## src/rtl/hp_multiplier.sv

```systemverilog
// hp_multiplier: single-cycle IEEE 754 binary16 multiplier with registered
// product and exception status. Denormal operands are flushed to signed zero,
// results are rounded to nearest-even, and tiny results flush to zero.
`timescale 1ns/1ps
module hp_multiplier (
   input  logic        clk,
   input  logic        rst,
   input  logic [15:0] hp_inA,
   input  logic [15:0] hp_inB,
   output logic [15:0] hp_product,
   output logic [1:0]  Exceptions
);

   // Round-to-nearest-even on an 11-bit significand; bit 11 of the result is
   // the carry out that forces renormalisation.
   function automatic logic [11:0] round_rne(input logic [10:0] mant,
                                             input logic        guard,
                                             input logic        rnd,
                                             input logic        sticky);
      logic up;
      up = guard & (rnd | sticky | mant[0]);
      return {1'b0, mant} + {11'd0, up};
   endfunction

   logic               sign_a, sign_b, sign_r;
   logic [4:0]         exp_a, exp_b;
   logic [9:0]         frac_a, frac_b;
   logic               nan_a, nan_b, inf_a, inf_b, zero_a, zero_b;
   logic [21:0]        prod;
   logic signed [7:0]  exp_sum, exp_norm, exp_fin;
   logic [10:0]        mant;
   logic               guard, rnd, sticky;
   logic [11:0]        mant_rnd;
   logic [9:0]         frac_r;
   logic [15:0]        prod_nxt;
   logic [1:0]         exc_nxt;
   logic [15:0]        prod_p0;
   logic [1:0]         exc_p0;

   assign sign_a = hp_inA[15];
   assign sign_b = hp_inB[15];
   assign exp_a  = hp_inA[14:10];
   assign exp_b  = hp_inB[14:10];
   assign frac_a = hp_inA[9:0];
   assign frac_b = hp_inB[9:0];
   assign sign_r = sign_a ^ sign_b;

   // Operand classification; exponent 0 covers both true zero and flushed denormals.
   assign nan_a  = (exp_a == 5'h1f) && (frac_a != 10'd0);
   assign nan_b  = (exp_b == 5'h1f) && (frac_b != 10'd0);
   assign inf_a  = (exp_a == 5'h1f) && (frac_a == 10'd0);
   assign inf_b  = (exp_b == 5'h1f) && (frac_b == 10'd0);
   assign zero_a = (exp_a == 5'd0);
   assign zero_b = (exp_b == 5'd0);

   // Combinational datapath: significand product, normalisation, rounding, specials.
   always_comb begin
      prod     = {11'd0, 1'b1, frac_a} * {11'd0, 1'b1, frac_b};
      exp_sum  = $signed({3'b000, exp_a}) + $signed({3'b000, exp_b}) - 8'sd15;
      mant     = prod[20:10];
      guard    = prod[9];
      rnd      = prod[8];
      sticky   = |prod[7:0];
      exp_norm = exp_sum;
      if (prod[21]) begin
         mant     = prod[21:11];
         guard    = prod[10];
         rnd      = prod[9];
         sticky   = |prod[8:0];
         exp_norm = exp_sum + 8'sd1;
      end
      mant_rnd = round_rne(mant, guard, rnd, sticky);
      // A carry out leaves 0x800, so bits [10:1] are the (zero) fraction.
      frac_r   = mant_rnd[11] ? mant_rnd[10:1] : mant_rnd[9:0];
      exp_fin  = mant_rnd[11] ? exp_norm + 8'sd1 : exp_norm;

      prod_nxt = {sign_r, exp_fin[4:0], frac_r};
      exc_nxt  = 2'b00;
      if (nan_a || nan_b || (inf_a && zero_b) || (inf_b && zero_a)) begin
         prod_nxt = 16'h7E00;
         exc_nxt  = 2'b11;
      end else if (inf_a || inf_b) begin
         prod_nxt = {sign_r, 5'h1f, 10'd0};
      end else if (zero_a || zero_b) begin
         prod_nxt = {sign_r, 15'd0};
      end else if (exp_fin >= 8'sd31) begin
         prod_nxt = {sign_r, 5'h1f, 10'd0};
         exc_nxt  = 2'b01;
      end else if (exp_fin <= 8'sd0) begin
         prod_nxt = {sign_r, 15'd0};
         exc_nxt  = 2'b10;
      end
   end

   // Output register: one-cycle latency, cleared immediately by reset.
   always_ff @(posedge clk or posedge rst) begin
      if (rst) begin
         prod_p0 <= 16'h0000;
         exc_p0  <= 2'b00;
      end else begin
         prod_p0 <= prod_nxt;
         exc_p0  <= exc_nxt;
      end
   end

   assign hp_product = prod_p0;
   assign Exceptions = exc_p0;

endmodule

```

## config.mk

```make
export PLATFORM = sky130hd
export DESIGN_NAME = hp_multiplier
export DESIGN_NICKNAME = d
export VERILOG_FILES = /design/src/rtl/hp_multiplier.sv
export SDC_FILE = /design/constraint.sdc
export NUM_CORES = 1
export LEC_CHECK = 0
export CAP_MARGIN = 20
export CORE_UTILIZATION = 53
export CTS_CLUSTER_SIZE = 20
export DETAILED_ROUTE_END_ITERATION = 10
export GPL_ROUTABILITY_DRIVEN = 0
export GPL_TIMING_DRIVEN = 0
export PLACE_DENSITY_LB_ADDON = 0.08
export SKIP_CTS_REPAIR_TIMING = 1
export SLEW_MARGIN = 30
export SYNTH_ARGS = -nofsm -noshare
export SYNTH_HDL_FRONTEND = slang
export SYNTH_SLANG_ARGS = --single-unit
export TNS_END_PERCENT = 10
```

## constraint.sdc

```tcl
create_clock -name clk -period 0.8 [get_ports clk]
set_clock_uncertainty 0.1 [all_clocks]
set_input_delay 0.08 -clock clk [delete_from_list [all_inputs] [get_ports clk]]
set_output_delay 0.08 -clock clk [all_outputs]
set_load 0.02 [all_outputs]
```

==> CHANGELOG.md <==
### Metrics

* N_taps at between 100 and 150
* Routed WL at 18000 um
* CP startpoint: hp_inA[8]
* Syn_nets at 976
* Final number of setup-violating endpoints at 36
* Filler instances at a little over 900
* Seq share, synth at 0.0705
* Clock Tree Buf Depth at 2
* TNS Setup at -101.74 ns
* Routed Antenna Nets at 0
* Stage-log warning count at 29
* Critical path's top delay family: adder cells
* Dominant logic cell types in the final layout: 123 x inv_1, 82 x nand2_1, 73 x fa_1
* CTS tree: done
* Hold Fails Final Rpt at 0
* RSZ-0062 raised after global routing: true
* Crit path max fanout at 10
* Critical path depth in cells at 30
* Worst hold path class: input pin to asynchronous set/reset pin
* Max incr delay on CP at approximately 0.59 ns
* # port buffers at 47
* DRC at 1
* Dominant kind of cell: multi-input combinational cells
* NonClk Buf Share at 0.156
* Die height at around 110 um
* Die X at between 100 and 150 um
* Final Worst Setup Slack at -5.93 ns
* Failing checks: DRC, setup timing
* Worst Path Buf+Inv at 9
* Max FFs per register at 16
* Comb area share at 0.692
* Non-clk invs at 137
* DR vias/cell at 5.87
* Pwr Density at about 4600 nW/um^2
* Clk slew on worst S/H paths at around 0.05 ns
* Placed cell count at between 900 and 1000
* Status: complete, but fails checks
* Slowest-stage cell, CP: fa_2
synthesized netlist by cell type (all sizes together) (7+ instances only):
master | n | area share
a211oi | 9 | 0.012
a21o | 9 | 0.011
a21oi | 39 | 0.032
and2 | 43 | 0.042
clkbuf | 25 | 0.015
dfrtp | 18 | 0.071
fa | 81 | 0.25
ha | 71 | 0.14
inv | 137 | 0.080
nand2 | 88 | 0.052
nand3 | 22 | 0.017
nand4 | 10 | 0.011
nor2 | 41 | 0.024
nor3 | 15 | 0.013
nor4 | 10 | 0.012
o211ai | 7 | 0.0082
o21ai | 34 | 0.027
or3 | 10 | 0.011
xnor2 | 25 | 0.034
xor2 | 7 | 0.0096
power by group:
group / internal, mW / total [mW] / switching (mW)
Clock: 0.760 / 1.09 / 0.331
Combinational: 15.4 / 35.3 / 20.0
Sequential: 1.26 / 1.32 / 0.0650
per-stage QoR:
step / total power [mW] / worst slack, ns / util
after floorplan: 26.9 / -5.73 / -
after global placement: 31.6 / -6.92 / 0.639
after detailed placement: 31.8 / -7.02 / 0.639
after CTS: 33.1 / -6.80 / 0.647
after global routing: 40.7 / -6.20 / 0.710
final: 37.7 / -5.93 / 0.710
logic make-up after synthesis:
| kind of cell | Yosys count | share of synthesized area |
|---|---|---|
| AND-OR/OR-AND | 142 | 0.157 |
| adder cells (fa/ha/maj) | 152 | 0.393 |
| AND/OR/NAND/NOR | 270 | 0.221 |
| XOR/XNOR | 32 | 0.0439 |
| flip-flops | 18 | 0.0705 |
| multiplexers | 8 | 0.0139 |
| buffers and inverters | 168 | 0.101 |
layer usage:
layer,wire length (um),track usage,up-vias
met1,7840,0.382,2988
li1,-,-,2847
met2,8520,0.457,245
met4,246,0.0586,0
met5,0,0,-
met3,1400,0.0354,28
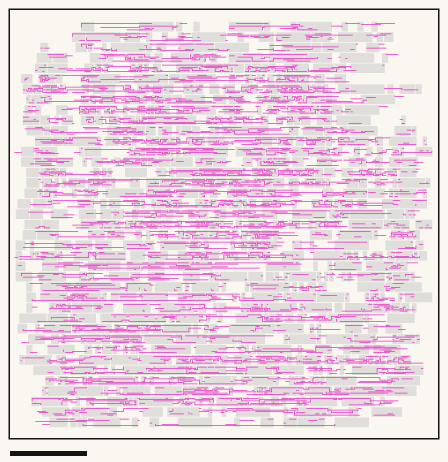
(images/m1.png)
Scale bar: 20 um. Cells faint in the background.
wire length on this layer: 7840 um
nets with wire on the layer: 1008
share of all routed wire: 44%

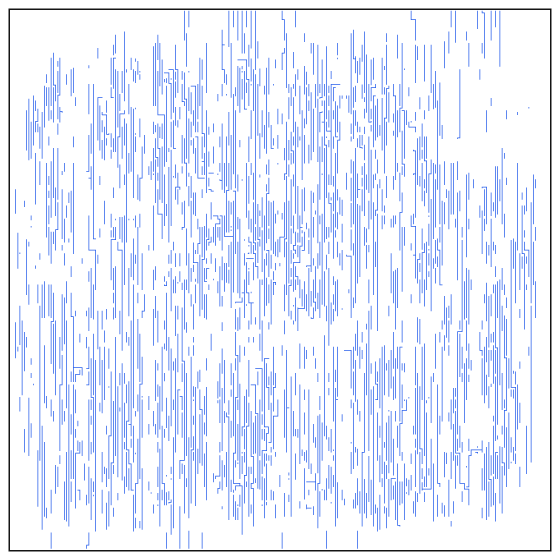
(images/m2.png)
main direction: vertical
longest straight run: 35.4 um
wire length on this layer: 8520 um
nets with wire on the layer: 967
share of all routed wire: 47%

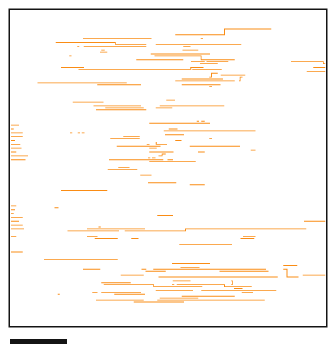
(images/m3.png)
Scale bar: 20 um.
longest straight run: 42.6 um
nets with wire on the layer: 115
share of all routed wire: 7.8%
main direction: horizontal
wire length on this layer: 1400 um

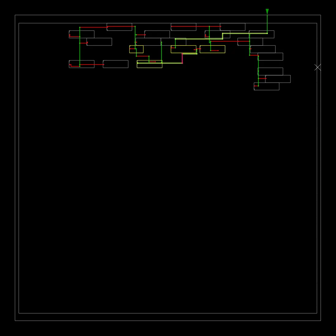
(images/clock_nets.png)
Seq cells: 18
clk sinks: 18
clock buf count: 4
CTS Buf Count: 3

Power is estimated from default activity; no workload was simulated.
